## src/rtl/sound_event_sequencer.sv

```systemverilog
`default_nettype none
// ============================================================================
// Module   : sound_event_sequencer
// Brief    : Queues one-cycle sound requests (4-deep FIFO) and drives the
//            melody player's sound_code/play_sound pair. Each sound is held
//            for its full melody length, then followed by a silent gap.
//            Code 7 (game over) flushes the queue and pre-empts anything.
// Revision : 1.0 - initial release
// ============================================================================
module sound_event_sequencer #(
    parameter int STEP_CYCLES = 6250002,
    parameter int LONG_STEPS  = 64,
    parameter int SHORT_STEPS = 48,
    parameter int GAP_CYCLES  = 1000000
) (
    input  logic       clk,
    input  logic       rst,
    input  logic       ev_req,
    input  logic [2:0] ev_code,
    output logic [2:0] sound_code,
    output logic       play_sound,
    output logic       busy,
    output logic [2:0] queue_level,
    output logic       overflow
);

    localparam logic [1:0] c_st_idle  = 2'd0;
    localparam logic [1:0] c_st_play  = 2'd1;
    localparam logic [1:0] c_st_gap   = 2'd2;
    localparam logic [1:0] c_st_abort = 2'd3;

    localparam logic [23:0] c_step_last  = 24'(STEP_CYCLES - 1);
    localparam logic [23:0] c_gap_last   = 24'(GAP_CYCLES - 1);
    localparam logic [6:0]  c_long_last  = 7'(LONG_STEPS - 1);
    localparam logic [6:0]  c_short_last = 7'(SHORT_STEPS - 1);

    logic [1:0]  r_state;
    logic [2:0]  r_sound_code;
    logic        r_play;
    logic [2:0]  r_cur_code;   // code owning PLAY/GAP (sound_code reads 0 in GAP)
    logic [23:0] r_step_cnt;
    logic [6:0]  r_step_idx;
    logic [23:0] r_gap_cnt;
    logic        r_busy;
    logic        r_overflow;

    logic [2:0]  r_mem [4];
    logic [1:0]  r_wr_ptr;
    logic [1:0]  r_rd_ptr;
    logic [2:0]  r_count;

    logic        w_seven_active;
    logic        w_preempt;
    logic        w_push_req;
    logic        w_pop;
    logic        w_push;
    logic        w_drop;
    logic [6:0]  w_n_last;

    logic [1:0]  w_state_nx;
    logic [2:0]  w_sound_code_nx;
    logic        w_play_nx;
    logic [2:0]  w_cur_code_nx;
    logic [23:0] w_step_cnt_nx;
    logic [6:0]  w_step_idx_nx;
    logic [23:0] w_gap_cnt_nx;
    logic [1:0]  w_wr_ptr_nx;
    logic [1:0]  w_rd_ptr_nx;
    logic [2:0]  w_count_nx;

    // Request classification and FIFO push/pop arbitration.
    always_comb begin
        w_seven_active = ((r_state == c_st_play) || (r_state == c_st_gap)) && (r_cur_code == 3'd7);
        w_preempt      = ev_req && (ev_code == 3'd7) && !w_seven_active;
        w_push_req     = ev_req && (ev_code != 3'd0) && (ev_code != 3'd7) && !w_seven_active;
        w_pop          = (r_state == c_st_idle) && (r_count != 3'd0) && !w_preempt;
        // A full FIFO still accepts a push when the head leaves on the same edge.
        w_push         = w_push_req && ((r_count != 3'd4) || w_pop);
        w_drop         = w_push_req && (r_count == 3'd4) && !w_pop;
        w_n_last       = (r_cur_code == 3'd1) ? c_long_last : c_short_last;
    end

    // Next-state, output and counter logic for the sequencer FSM and FIFO pointers.
    always_comb begin
        w_state_nx      = r_state;
        w_sound_code_nx = r_sound_code;
        w_play_nx       = r_play;
        w_cur_code_nx   = r_cur_code;
        w_step_cnt_nx   = r_step_cnt;
        w_step_idx_nx   = r_step_idx;
        w_gap_cnt_nx    = r_gap_cnt;
        w_wr_ptr_nx     = r_wr_ptr + {1'b0, w_push};
        w_rd_ptr_nx     = r_rd_ptr + {1'b0, w_pop};
        w_count_nx      = r_count + {2'b00, w_push} - {2'b00, w_pop};

        if (w_preempt) begin
            // Flush the queue and spend one silent cycle before game over plays.
            w_rd_ptr_nx     = r_wr_ptr;
            w_count_nx      = 3'd0;
            w_state_nx      = c_st_abort;
            w_sound_code_nx = 3'd0;
            w_play_nx       = 1'b0;
            w_cur_code_nx   = 3'd7;
            w_step_cnt_nx   = '0;
            w_step_idx_nx   = '0;
            w_gap_cnt_nx    = '0;
        end else begin
            case (r_state)
                c_st_idle: begin
                    if (w_pop) begin
                        w_state_nx      = c_st_play;
                        w_sound_code_nx = r_mem[r_rd_ptr];
                        w_cur_code_nx   = r_mem[r_rd_ptr];
                        w_play_nx       = 1'b1;
                        w_step_cnt_nx   = '0;
                        w_step_idx_nx   = '0;
                        w_gap_cnt_nx    = '0;
                    end
                end
                c_st_play: begin
                    if (r_step_cnt == c_step_last) begin
                        w_step_cnt_nx = '0;
                        if (r_step_idx == w_n_last) begin
                            w_step_idx_nx   = '0;
                            w_state_nx      = c_st_gap;
                            w_sound_code_nx = 3'd0;
                            w_play_nx       = 1'b0;
                        end else begin
                            w_step_idx_nx = r_step_idx + 7'd1;
                        end
                    end else begin
                        w_step_cnt_nx = r_step_cnt + 24'd1;
                    end
                end
                c_st_gap: begin
                    if (r_gap_cnt == c_gap_last) begin
                        w_gap_cnt_nx = '0;
                        w_state_nx   = c_st_idle;
                    end else begin
                        w_gap_cnt_nx = r_gap_cnt + 24'd1;
                    end
                end
                default: begin
                    w_state_nx      = c_st_play;
                    w_sound_code_nx = 3'd7;
                    w_cur_code_nx   = 3'd7;
                    w_play_nx       = 1'b1;
                    w_step_cnt_nx   = '0;
                    w_step_idx_nx   = '0;
                    w_gap_cnt_nx    = '0;
                end
            endcase
        end
    end

    // State, counters, FIFO storage and registered outputs.
    always_ff @(posedge clk or posedge rst) begin
        if (rst) begin
            r_state      <= c_st_idle;
            r_sound_code <= 3'd0;
            r_play       <= 1'b0;
            r_cur_code   <= 3'd0;
            r_step_cnt   <= '0;
            r_step_idx   <= '0;
            r_gap_cnt    <= '0;
            r_busy       <= 1'b0;
            r_overflow   <= 1'b0;
            r_wr_ptr     <= '0;
            r_rd_ptr     <= '0;
            r_count      <= '0;
            for (int i = 0; i < 4; i++) begin
                r_mem[i] <= 3'd0;
            end
        end else begin
            r_state      <= w_state_nx;
            r_sound_code <= w_sound_code_nx;
            r_play       <= w_play_nx;
            r_cur_code   <= w_cur_code_nx;
            r_step_cnt   <= w_step_cnt_nx;
            r_step_idx   <= w_step_idx_nx;
            r_gap_cnt    <= w_gap_cnt_nx;
            // busy lags the state and queue by one cycle.
            r_busy       <= (r_state != c_st_idle) || (r_count != 3'd0);
            r_overflow   <= w_drop;
            r_wr_ptr     <= w_wr_ptr_nx;
            r_rd_ptr     <= w_rd_ptr_nx;
            r_count      <= w_count_nx;
            if (w_push) begin
                r_mem[r_wr_ptr] <= ev_code;
            end
        end
    end

    assign sound_code  = r_sound_code;
    assign play_sound  = r_play;
    assign busy        = r_busy;
    assign queue_level = r_count;
    assign overflow    = r_overflow;

endmodule
`default_nettype wire

```

## config.mk

```make
export PLATFORM = sky130hd
export DESIGN_NAME = sound_event_sequencer
export DESIGN_NICKNAME = d
export VERILOG_FILES = /design/src/rtl/sound_event_sequencer.sv
export SDC_FILE = /design/constraint.sdc
export NUM_CORES = 1
export LEC_CHECK = 0
export CAP_MARGIN = 20
export CORE_MARGIN = 2
export CORE_UTILIZATION = 25
export CTS_CLUSTER_DIAMETER = 100
export DETAILED_ROUTE_END_ITERATION = 10
export GPL_TIMING_DRIVEN = 0
export PLACE_DENSITY = 0.46
export SYNTH_ARGS = -nofsm -noshare
export SYNTH_HDL_FRONTEND = slang
export SYNTH_SLANG_ARGS = --single-unit
```

## constraint.sdc

```tcl
create_clock -name clk -period 3.4 [get_ports clk]
set_input_delay 0.68 -clock clk [delete_from_list [all_inputs] [get_ports clk]]
set_output_delay 0.68 -clock clk [all_outputs]
set_load 0.005 [all_outputs]
```

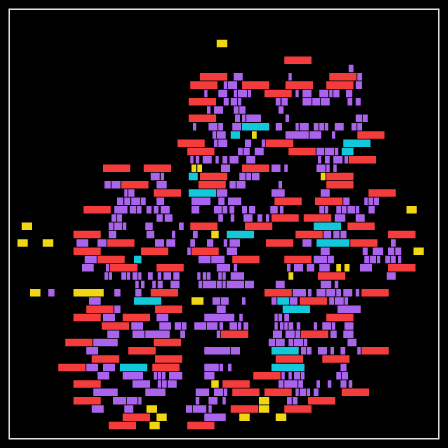
**Above:** run 1 (placed cells, one color a class).
- remaining logic cells: purple (cells 351; share of their area 48%)
- remaining buffers and delay cells: yellow (cells 25; share of their area 4.4%)
- clock drivers and dummy loads: cyan (cells 16; share of their area 6.5%)
- registers: red (cells 85; share of their area 41%)

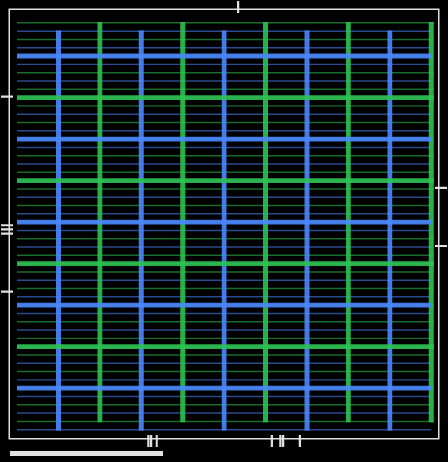
**Above:** run 1 (supply network).
Scale bar: 50 µm. Pins as bars on the die edge.
- VSS: blue
- VDD: green
- rows: 49
- signal pins: 15

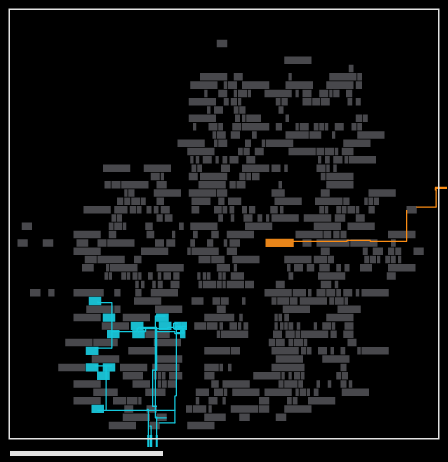
**Above:** run 1 (port wiring).
Scale bar: 50 µm.
- ev_code: cyan (direction input; end cells 15; buffers 3; wire 256 µm)
- busy: orange (direction output; end cells 1; buffers 1; wire 61.5 µm)
Top-Level Pins: 15
PortBufs: 14

## run 1: routing by layer
layer,vias to the layer above,global-route usage,wire length (µm)
met5,-,0,0
met4,0,0.0319,115
met3,10,0.0284,318
met2,40,0.174,4780
met1,1651,0.158,5290
li1,1667,-,-
## run 1: cell families (layout without fill, tap and decap cells)
logic type	after synthesis	count (layout)	synth area share
compound gates	68	68	0.103
mux	23	23	0.0620
buf+inv	27	60	0.0254
fa+ha+maj	13	13	0.0367
xor+xnor	32	32	0.0604
flops	85	85	0.459
simple gates	196	196	0.254
## run 1: cell usage after synthesis (2+ instances only)
library cell	count
dfrtp_1	85
nor2_1	44
nand2_1	37
nand3_1	22
xnor2_1	22
o21ai_0	18
inv_1	17
a21oi_1	15
mux2_2	14
nor3_1	14
ha_1	12
and4_1	11
xor2_1	10
nand4_1	9
or3_1	8
and3_1	7
buf_2	7
nor3b_1	6
nor4b_1	5
o31ai_1	5
mux2i_1	4
and2_1	3
mux4_2	3
nor2b_1	3
nor4_1	3
o22ai_1	3
or4_4	3
a211oi_1	2
a21o_1	2
a31o_2	2
a31oi_1	2
a32oi_1	2
inv_2	2
mux2_1	2
nand2b_1	2
nor3_2	2
nor3b_4	2
nor4_4	2
nor4bb_1	2
## run 1: per-stage QoR
step	setup slack [ns]	power [mW]	utilization	std cells	hold WS [ns]
2_1_floorplan	0.299	2.52	-	444	0.459
3_3_place_gp	-1.05	2.96	0.280	687	0.483
3_5_place_dp	-0.241	3.00	0.282	688	0.480
4_1_cts	0.128	4.11	0.300	704	0.497
5_1_grt	0.0234	4.36	0.301	706	0.514
6_report	0.215	4.07	0.301	706	0.491
## run 1: sequential cells by signal (all words and copies together) (netlist names)
signal       cells
r_step_idx       7
r_step_cnt      24
overflow         1
busy             1
r_rd_ptr         2
queue_level      3
r_wr_ptr         2
r_state          2
sound_code       3
r_cur_code       3
r_mem           12
play_sound       1
r_gap_cnt       24
## run 1: worst reg2reg max path: cells and delay by family, from the launching register on
| kind | cells | cell delay, ns |
|---|---|---|
| XOR/XNOR | 2 | 0.30 |
| flip-flops | 1 | 0.39 |
| AND/OR/NAND/NOR | 4 | 0.95 |
| buffers and inverters | 4 | 0.31 |
| adder cells (fa/ha/maj) | 4 | 1.09 |
## run 1: final timing paths
path	cells after the start	slack, ns	endpoint
max	12	0.21	queue_level[2]
min	1	0.49	r_mem[0]
max reg2reg	14	0.22	queue_level[2]
min reg2reg	1	0.49	r_mem[0]
max in group asynchronous	3	2.06	r_step_cnt[20]
min in group asynchronous	2	0.72	r_mem[2]
## run 1: area by class of cell
| class | instances | area [µm²] | area share |
|---|---|---|---|
| Buffer | 8 | 46.3 | 0.00851 |
| Clock buffer | 9 | 225 | 0.0414 |
| Clock inverter | 7 | 108 | 0.0198 |
| Inverter | 19 | 73.8 | 0.0136 |
| Multi-Input combinational cell | 332 | 2390 | 0.440 |
| Sequential cell | 85 | 2130 | 0.391 |
| Tap cell | 229 | 287 | 0.0526 |
| Timing Repair Buffer | 17 | 183 | 0.0336 |
## run 1: report_power, final
part / total, mW / internal [mW] / switching (mW)
registers: 1.41 / 1.21 / 0.199
clock network: 1.10 / 0.657 / 0.447
logic: 1.55 / 0.681 / 0.870
==> results.ini, run 1 <==
[status]
status = finished, final reports clean

[clock_tree]
clkSinkCount = 85
tritoncts = done
clockBufferDepth = 2
clk_pin_slew_ns = 0.07
cts_hold_buf = 0
numCtsBuffers = 9
clock_latency_ns = 0.35
cts-htree-levels = 3
cts_post_setup_buffers_inserted = 0
cts_root_buffer = clkbuf_16
cts_resized = 0

[power_and_ir_drop]
peakVddDrop_uv = 288
leakagePower_nw = 2.15
p_per_area_nw_per_um2 = 747

[synth]
synth_seq_share = 0.459
dominantRegCellSynth = dfrtp_1
top_area_frac = 0.459
top_cells_by_area = dfrtp_1 (46%), xnor2_1 (4.2%), nor2_1 (3.6%), mux2_2 (3.4%), ha_1 (3.2%)
syn_avg_cell_area_um2 = 10.4
ys_area_um2 = 4640
syn_area_um2 = 4640
async_flop_share = 1.00
fp_nets = 463
yosysCellCount = 444
top_area_cell = dfrtp_1
ys_warn_count = 0
ys_ff = 85
ys_types = 69
edf_count = 0
synthCells = 444

[critical_path]
cp-startpoint = ev_req
worst_path_max_delay_cell = clkdlybuf4s50_1
crit_buf_inv = 4
cp-start-kind = primary input
cpMostUsedCell = inv_1
cp-end-kind = register
slowest_delay_ns = 0.59
timing_worst_setup_path_type = primary input to register
cp.arrival_ns = 3.40
worst-path-max-fanout = 6
reg2reg_from = r_state[0]
crit_required_ns = 3.61
path_cells = clkdlybuf4s50_1, inv_1, or4_4, nand2b_4, ha_1, inv_1, ha_1, inv_1, fa_1, xor2_1, xnor2_1, nor2_1
cp_top_family = buffers and inverters

[floorplanning]
die-area_um2 = 19700
fp.dieW_um = 140
fp.dieH_um = 140
std_cell_rows = 49
fp.coreArea_um2 = 18100
fp_util = 0.256

[routing]
wl_per_cell_um = 14.9
route.detailed.drc = 0
drtIter0Drc = 163
firstDrtPassIters = 4
viasPerCell = 4.77
via_count = 3368
ant_nets = 0
wirelength_um = 10500

[global_route]
grt_pass1_wl_um = 17800
grt_max_degree = 51
overflow = 0
grt_pass1_vias = 3401
antenna_found_initial = 0
grt_usage = 0.113

[final_timing]
finalClockPeriodUsage = 0.937
skew_ns = 0.00752
finalSetupViolations = 0
relSlewSlack = 0.546
tns_ns = 0
min_period_ns = 3.19
hold_viol = 0
rsz0062_at_grt = false
tightest_slew_ns = 0.679
maxSlewViolCount = 0
fmax_mhz = 314

[flow_run]
drv_cap = 0
warning_count = 30

[final_layout]
finalNetCount = 491
design_area_um2 = 5440
final_common_cell = dfrtp_1
final_cell_mix = dfrtp_1 (85), nor2_1 (44), nand2_1 (37)
antenna_cells = 0
nFillCells = 1864
drive_gt1_frac = 0.151
area_growth_pct = 17.3

[min_path]
worstHoldStart = r_mem[0]
min_path_type = register to register

[placement]
place.gp.congestion = 0.739
dp_hpwl_um = 7280
placed_cell_area_um2 = 5090

**Run 1: cell density map**

Scale bar: 50 µm. 14 x 14 tiles, from black (low) to pale yellow (high), 0 to 100% covered.
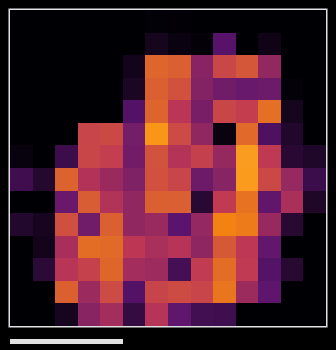

--- run 2 (diff from run 1) ---
--- a/config.mk
+++ b/config.mk
@@ -6,12 +6,14 @@
 export NUM_CORES = 1
 export LEC_CHECK = 0
 export CAP_MARGIN = 20
+export CELL_PAD_IN_SITES_DETAIL_PLACEMENT = 0
+export CELL_PAD_IN_SITES_GLOBAL_PLACEMENT = 1
 export CORE_MARGIN = 2
 export CORE_UTILIZATION = 25
 export CTS_CLUSTER_DIAMETER = 100
 export DETAILED_ROUTE_END_ITERATION = 10
 export GPL_TIMING_DRIVEN = 0
-export PLACE_DENSITY = 0.46
+export PLACE_DENSITY = 0.53
 export SYNTH_ARGS = -nofsm -noshare
 export SYNTH_HDL_FRONTEND = slang
 export SYNTH_SLANG_ARGS = --single-unit
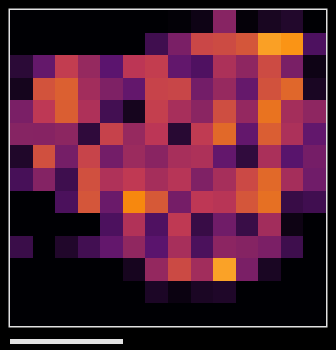
**Above:** run 2 (cell density map).
Scale bar: 50 µm. 14 x 14 tiles, from black (low) to pale yellow (high), 0 to 100% covered.
- emptiest ninth of the die: lower left
- fullest tile: 80%
- densest ninth of the die: center
- nearly empty tiles: 29%
- mean over tiles: 26%
- tiles over 75% full: 1.5%
fp_density: 0.256
core box area: 18100 µm²
final core utilization: 0.301

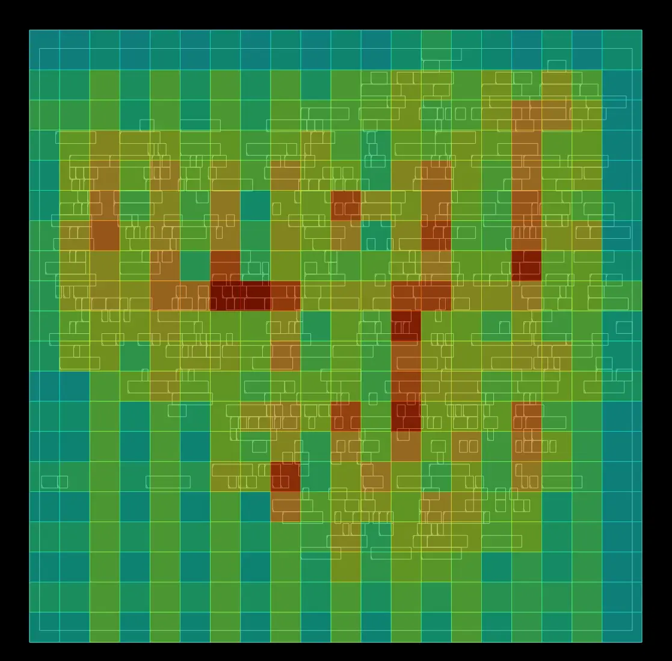
**Above:** run 2 (routing congestion).
GR Util met2: 0.187
met3 usage: 0.0301
drt wl/cell: 15.0 µm
gr busiest metal: met2
GRT Util Overall: 0.116

==> run 2 against run 1 <==
Synthesized cell count unchanged. Core utilization about the same. Die size unchanged. Area after synthesis unchanged. First-iteration DRC count increased by 28%. Fmax decreased by 1.7%. Clock power about the same. Final cell count decreased by 0.28%. Sequential share of layout area about the same. Critical path type unchanged. Power increased by 0.23%. Via count increased by 0.92%.
==> results.ini, run 2 <==
[power_and_ir_drop]
swShare = 0.375
p_int_mw = 2.55
switchingPower_mw = 1.53
leakagePower_nw = 2.14
pwr-share-clk = 0.266
power_frac_comb = 0.390
peakVddDrop_uv = 276

[floorplanning]
ioPinCount = 15
std_cell_rows = 49
fp.dieW_um = 140
fp.dieH_um = 140

[critical_path]
worst_path_max_delay_cell = clkdlybuf4s50_1
timing_worst_setup_path_type = primary input to register
path_depth = 12
cp-end-kind = register
cp_top_family = simple AND/OR/NAND/NOR gates
reg2reg_depth = 14
reg2reg_from = r_state[1]
cp-start-kind = primary input
reg2reg_to = queue_level[2]
crit_buf_inv = 3
ff2ff_setup_slack_ns = 0.18
cp-startpoint = ev_code[2]
slowest_delay_ns = 0.56

[synth]
top_cell = dfrtp_1
common_cells = dfrtp_1 (85), nor2_1 (44), nand2_1 (37), nand3_1 (22), xnor2_1 (22)
fp_nets = 463
async_flop_share = 1.00
ys_warn_count = 0
yosysCellCount = 444
top_cells_by_area = dfrtp_1 (46%), xnor2_1 (4.2%), nor2_1 (3.6%), mux2_2 (3.4%), ha_1 (3.2%)
top_area_cell = dfrtp_1
edf_count = 0
syn_avg_cell_area_um2 = 10.4
ys_ff = 85
ys_area_um2 = 4640
dominantRegCellSynth = dfrtp_1
ys_types = 69
synth_seq_share = 0.459

[flow_run]
drv_cap = 0
warning_count = 30

[final_timing]
finalClockPeriodUsage = 0.953
hold_viol = 0
fmax_mhz = 309
rsz0062_at_grt = false
min_period_ns = 3.24
finalSetupViolations = 0
skew_ns = 0.00824
relSlewSlack = 0.510
maxSlewViolCount = 0
tightest_slew_ns = 0.731

[clock_tree]
cts_hold_buf = 0
clkSinkCount = 85
tritoncts = done
cts-htree-levels = 3
cts_root_buffer = clkbuf_16
clock_latency_ns = 0.35
numCtsBuffers = 9

[global_route]
overflow = 0
grt_pass1_wl_um = 18300
grt_pass1_vias = 3583
grt_max_degree = 57

[min_path]
min_path_type = register to register
hold_path_end = r_mem[0]
worstHoldStart = r_mem[0]
hold_path_depth = 1

[placement]
io_buffers = 14
dp.cells = 688
dp_hpwl_um = 7490
placed_cell_area_um2 = 5090

[routing]
drtIter0Drc = 209
via_count = 3399
wirelength_um = 10600
firstDrtPassIters = 4

[final_layout]
area_growth_pct = 17.2
finalNetCount = 489
final_cells = 704
reg_top3 = r_gap_cnt: 24 flops, r_step_cnt: 24 flops, r_mem: 12 flops
final_common_cell = dfrtp_1
design_area_um2 = 5440
drive_gt1_frac = 0.154
antenna_cells = 0

[status]
status = finished, final reports clean

run 2: how the worst max path moves through the flow:
stage	endpoint	slack, ns
after floorplan	queue_level[2]	0.30
after global placement	r_mem[7]	-1.10
after detailed placement	queue_level[2]	-0.21
after CTS	queue_level[2]	0.10
after global routing	queue_level[2]	0.0007
final	queue_level[2]	0.16
run 2: cell families (layout without fill, tap and decap cells):
| family | count (synthesis) | in the layout | share of synthesized area |
|---|---|---|---|
| simple gates | 196 | 196 | 0.254 |
| flops | 85 | 85 | 0.459 |
| compound gates | 68 | 68 | 0.103 |
| xor+xnor | 32 | 32 | 0.0604 |
| buf+inv | 27 | 58 | 0.0254 |
| mux | 23 | 23 | 0.0620 |
| fa+ha+maj | 13 | 13 | 0.0367 |
run 2: repair_timing:
| action | CTS | global route |
|---|---|---|
| gates resized | 0 | 3 |
| hold endpoints to repair | 0 | 0 |
| setup endpoints to repair | 0 | 1 |
run 2: area by class of cell:
cell class,count,area (µm²)
clock inverter,7,98.8
fill,1861,12600
timing repair buffer,15,168
clock buffer,9,225
buffer,8,46.3
tap,229,287
multi-input combinational,332,2410
sequential,85,2130
inverter,19,73.8
run 2: per-layer routing:
layer	up-vias	global-route usage	share of wire
met4	0	0.0351	0.012
met3	11	0.0301	0.025
met5	-	0	0
li1	1670	-	-
met2	34	0.187	0.47
met1	1684	0.155	0.49
run 2: power groups by stage:
stage                     sequential (mW)  clock (mW)  combinational, mW
final                                1.40        1.08               1.59
after global routing                 1.43        1.17               1.79
after CTS                            1.40        1.13               1.59
after detailed placement             1.42           0               1.59
after global placement               1.42           0               1.55
after floorplan                      1.38           0               1.14
run 2: stage by stage:
| step | TNS [ns] | setup slack [ns] | utilization | total power [mW] | hold slack [ns] |
|---|---|---|---|---|---|
| 2_1_floorplan | 0 | 0.299 | - | 2.52 | 0.459 |
| 3_3_place_gp | -92.81 | -1.10 | 0.280 | 2.97 | 0.469 |
| 3_5_place_dp | -0.213 | -0.207 | 0.282 | 3.01 | 0.482 |
| 4_1_cts | 0 | 0.101 | 0.300 | 4.13 | 0.498 |
| 5_1_grt | 0 | 0.000673 | 0.301 | 4.40 | 0.517 |
| 6_report | 0 | 0.160 | 0.301 | 4.07 | 0.496 |
--- run 3 (diff from run 2) ---
--- a/config.mk
+++ b/config.mk
@@ -11,6 +11,7 @@
 export CORE_MARGIN = 2
 export CORE_UTILIZATION = 25
 export CTS_CLUSTER_DIAMETER = 100
+export CTS_CLUSTER_SIZE = 10
 export DETAILED_ROUTE_END_ITERATION = 10
 export GPL_TIMING_DRIVEN = 0
 export PLACE_DENSITY = 0.53
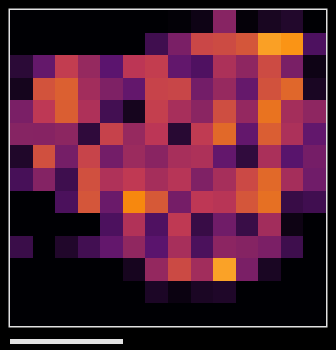
**Above:** run 3 (cell density map).
Scale bar: 50 µm. 14 x 14 tiles, from black (low) to pale yellow (high), 0 to 100% covered.
- nearly empty tiles: 29%
- densest ninth of the die: center
- fullest tile: 80%
- tiles over 75% full: 1.5%

==> run 3 against run 2 <==
Sequential share of layout area unchanged. Design area unchanged. Combinational power about the same. Flip-flop count unchanged. Power unchanged. First-iteration DRC count unchanged. Core utilization unchanged. Fmax unchanged. Die size unchanged.
==> results.ini, run 3 <==
[critical_path]
timing_worst_setup_path_type = primary input to register
cp-start-kind = primary input
crit_required_ns = 3.61
ff2ff_setup_slack_ns = 0.18
cp.arrival_ns = 3.45
worst-path-max-fanout = 7
cp-end-kind = register

[floorplanning]
fp.dieH_um = 140
std_cell_rows = 49
ioPinCount = 15
fp.dieW_um = 140
die-area_um2 = 19700
fp.coreArea_um2 = 18100
fp_util = 0.256

[synth]
top_cell = dfrtp_1
ys_ff = 85
ys_warn_count = 0
edf_count = 0
ys_types = 69
syn_area_um2 = 4640
top_cells_by_area = dfrtp_1 (46%), xnor2_1 (4.2%), nor2_1 (3.6%), mux2_2 (3.4%), ha_1 (3.2%)
common_cells = dfrtp_1 (85), nor2_1 (44), nand2_1 (37), nand3_1 (22), xnor2_1 (22)
fp_nets = 463
synth_seq_share = 0.459
async_flop_share = 1.00
ys_area_um2 = 4640
synthCells = 444
top_area_frac = 0.459
top_area_cell = dfrtp_1
yosysCellCount = 444
syn_avg_cell_area_um2 = 10.4
dominantRegCellSynth = dfrtp_1

[clock_tree]
cts_root_buffer = clkbuf_16
clockBufferDepth = 2
clkSinkCount = 85
clk_pin_slew_ns = 0.07
numCtsBuffers = 9
clock_latency_ns = 0.35
tritoncts = done
cts-htree-levels = 3
cts_post_setup_buffers_inserted = 0

[final_timing]
hold_viol = 0
tns_ns = 0
relSlewSlack = 0.510
finalClockPeriodUsage = 0.953
rsz0062_at_grt = false
min_period_ns = 3.24
tightest_slew_ns = 0.731
finalSetupViolations = 0
fmax_mhz = 309
maxSlewViolCount = 0
skew_ns = 0.00824

[power_and_ir_drop]
p_int_mw = 2.55
finalPower_mw = 4.07
p_per_area_nw_per_um2 = 749
pwr-share-clk = 0.266
leakagePower_nw = 2.14
peakVddDrop_uv = 276
switchingPower_mw = 1.53
power_frac_comb = 0.390
swShare = 0.375
p_seq_frac = 0.344

[routing]
via_count = 3399
drtIter0Drc = 209
ant_nets = 0
wl_per_cell_um = 15.0
viasPerCell = 4.83
wirelength_um = 10600
firstDrtPassIters = 4
route.detailed.drc = 0

[flow_run]
warning_count = 30
drv_cap = 0

[placement]
io_buffers = 14
place.gp.congestion = 0.701
dp_hpwl_um = 7490

[final_layout]
final_cell_mix = dfrtp_1 (85), nor2_1 (44), nand2_1 (37)
reg_top3 = r_gap_cnt: 24 flops, r_step_cnt: 24 flops, r_mem: 12 flops
drive_gt1_frac = 0.154
area_growth_pct = 17.2
finalNetCount = 489
final_common_cell = dfrtp_1
antenna_cells = 0

[global_route]
grt_pass1_vias = 3583
grt_pass1_wl_um = 18300
overflow = 0
grt_max_degree = 57
grt_usage = 0.116
antenna_found_initial = 0

[status]
status = finished, final reports clean

[min_path]
min_path_type = register to register

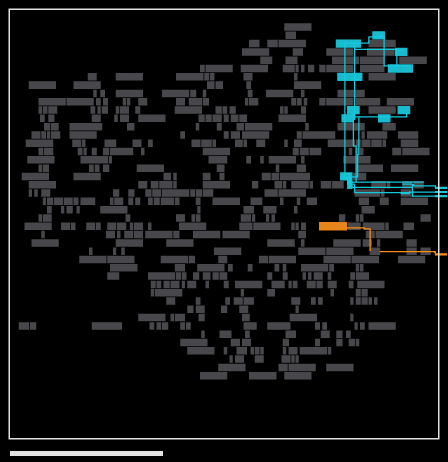
**Above:** run 3 (port wiring).
Scale bar: 50 µm.
- ev_code: cyan (direction input; end cells 15; buffers 3; wire 312 µm)
- busy: orange (direction output; end cells 1; buffers 1; wire 35.1 µm)

-- run 3: cell counts after synthesis --
Identical to the previous run, type by type.
-- run 3: path summary, 6_finish.rpt --
kind,cells past startpoint,to,from
max,12,queue_level[2],ev_code[2]
min,1,r_mem[0],r_mem[0]
max reg2reg,14,queue_level[2],r_state[1]
min reg2reg,1,r_mem[0],r_mem[0]
max in group asynchronous,3,r_mem[3],rst
min in group asynchronous,2,r_gap_cnt[16],rst
-- run 3: critical path, stage by stage --
cell	delay (ns)
clkdlybuf4s50_1	0.56
and3_1	0.32
or4_4	0.44
nand2b_4	0.21
ha_1	0.28
inv_1	0.05
ha_1	0.13
inv_1	0.05
fa_1	0.37
xor2_1	0.17
xnor2_1	0.13
nor2_1	0.05
-- run 3: layout make-up --
cell class / count / area (µm²)
Buffer: 8 / 46.3
Clock buffer: 9 / 225
Clock inverter: 7 / 98.8
Fill cell: 1861 / 12600
Inverter: 19 / 73.8
Multi-Input combinational cell: 332 / 2410
Sequential cell: 85 / 2130
Tap cell: 229 / 287
Timing Repair Buffer: 15 / 168
-- run 3: timing repair --
action | 4_1_cts | 5_1_grt
endpoints found under the setup margin | 0 | 1
hold endpoints to repair | 0 | 0
hold buffers | 0 | 0
gates resized | 0 | 3
-- run 3: power by group through the flow --
| stage | logic [mW] | registers [mW] | clock network (mW) |
|---|---|---|---|
| floorplan | 1.14 | 1.38 | 0 |
| global placement | 1.55 | 1.42 | 0 |
| detailed placement | 1.59 | 1.42 | 0 |
| CTS | 1.59 | 1.40 | 1.13 |
| global route | 1.79 | 1.43 | 1.17 |
| finish | 1.59 | 1.40 | 1.08 |
-- run 3: cells by family after synthesis --
group / count (synthesis) / share of synthesized area
multiplexers: 23 / 0.0620
AND/OR/NAND/NOR: 196 / 0.254
buffers and inverters: 27 / 0.0254
flip-flops: 85 / 0.459
XOR/XNOR: 32 / 0.0604
AND-OR/OR-AND: 68 / 0.103
adder cells (fa/ha/maj): 13 / 0.0367
-- run 3: stage by stage --
stage | utilization | setup WS (ns) | area (µm²) | hold WS [ns] | std cells
finish | 0.301 | 0.160 | 5440 | 0.496 | 704
floorplan | - | 0.299 | 4640 | 0.459 | 444
global placement | 0.280 | -1.10 | 5060 | 0.469 | 687
global route | 0.301 | 0.000673 | 5440 | 0.517 | 704
detailed placement | 0.282 | -0.207 | 5090 | 0.482 | 688
CTS | 0.300 | 0.101 | 5420 | 0.498 | 704
-- run 3: per-layer routing --
layer | GRT usage | share of wire
met4 | 0.0351 | 0.012
met5 | 0 | 0
met3 | 0.0301 | 0.025
met1 | 0.155 | 0.49
met2 | 0.187 | 0.47
Power and IR drop assume default switching activity.
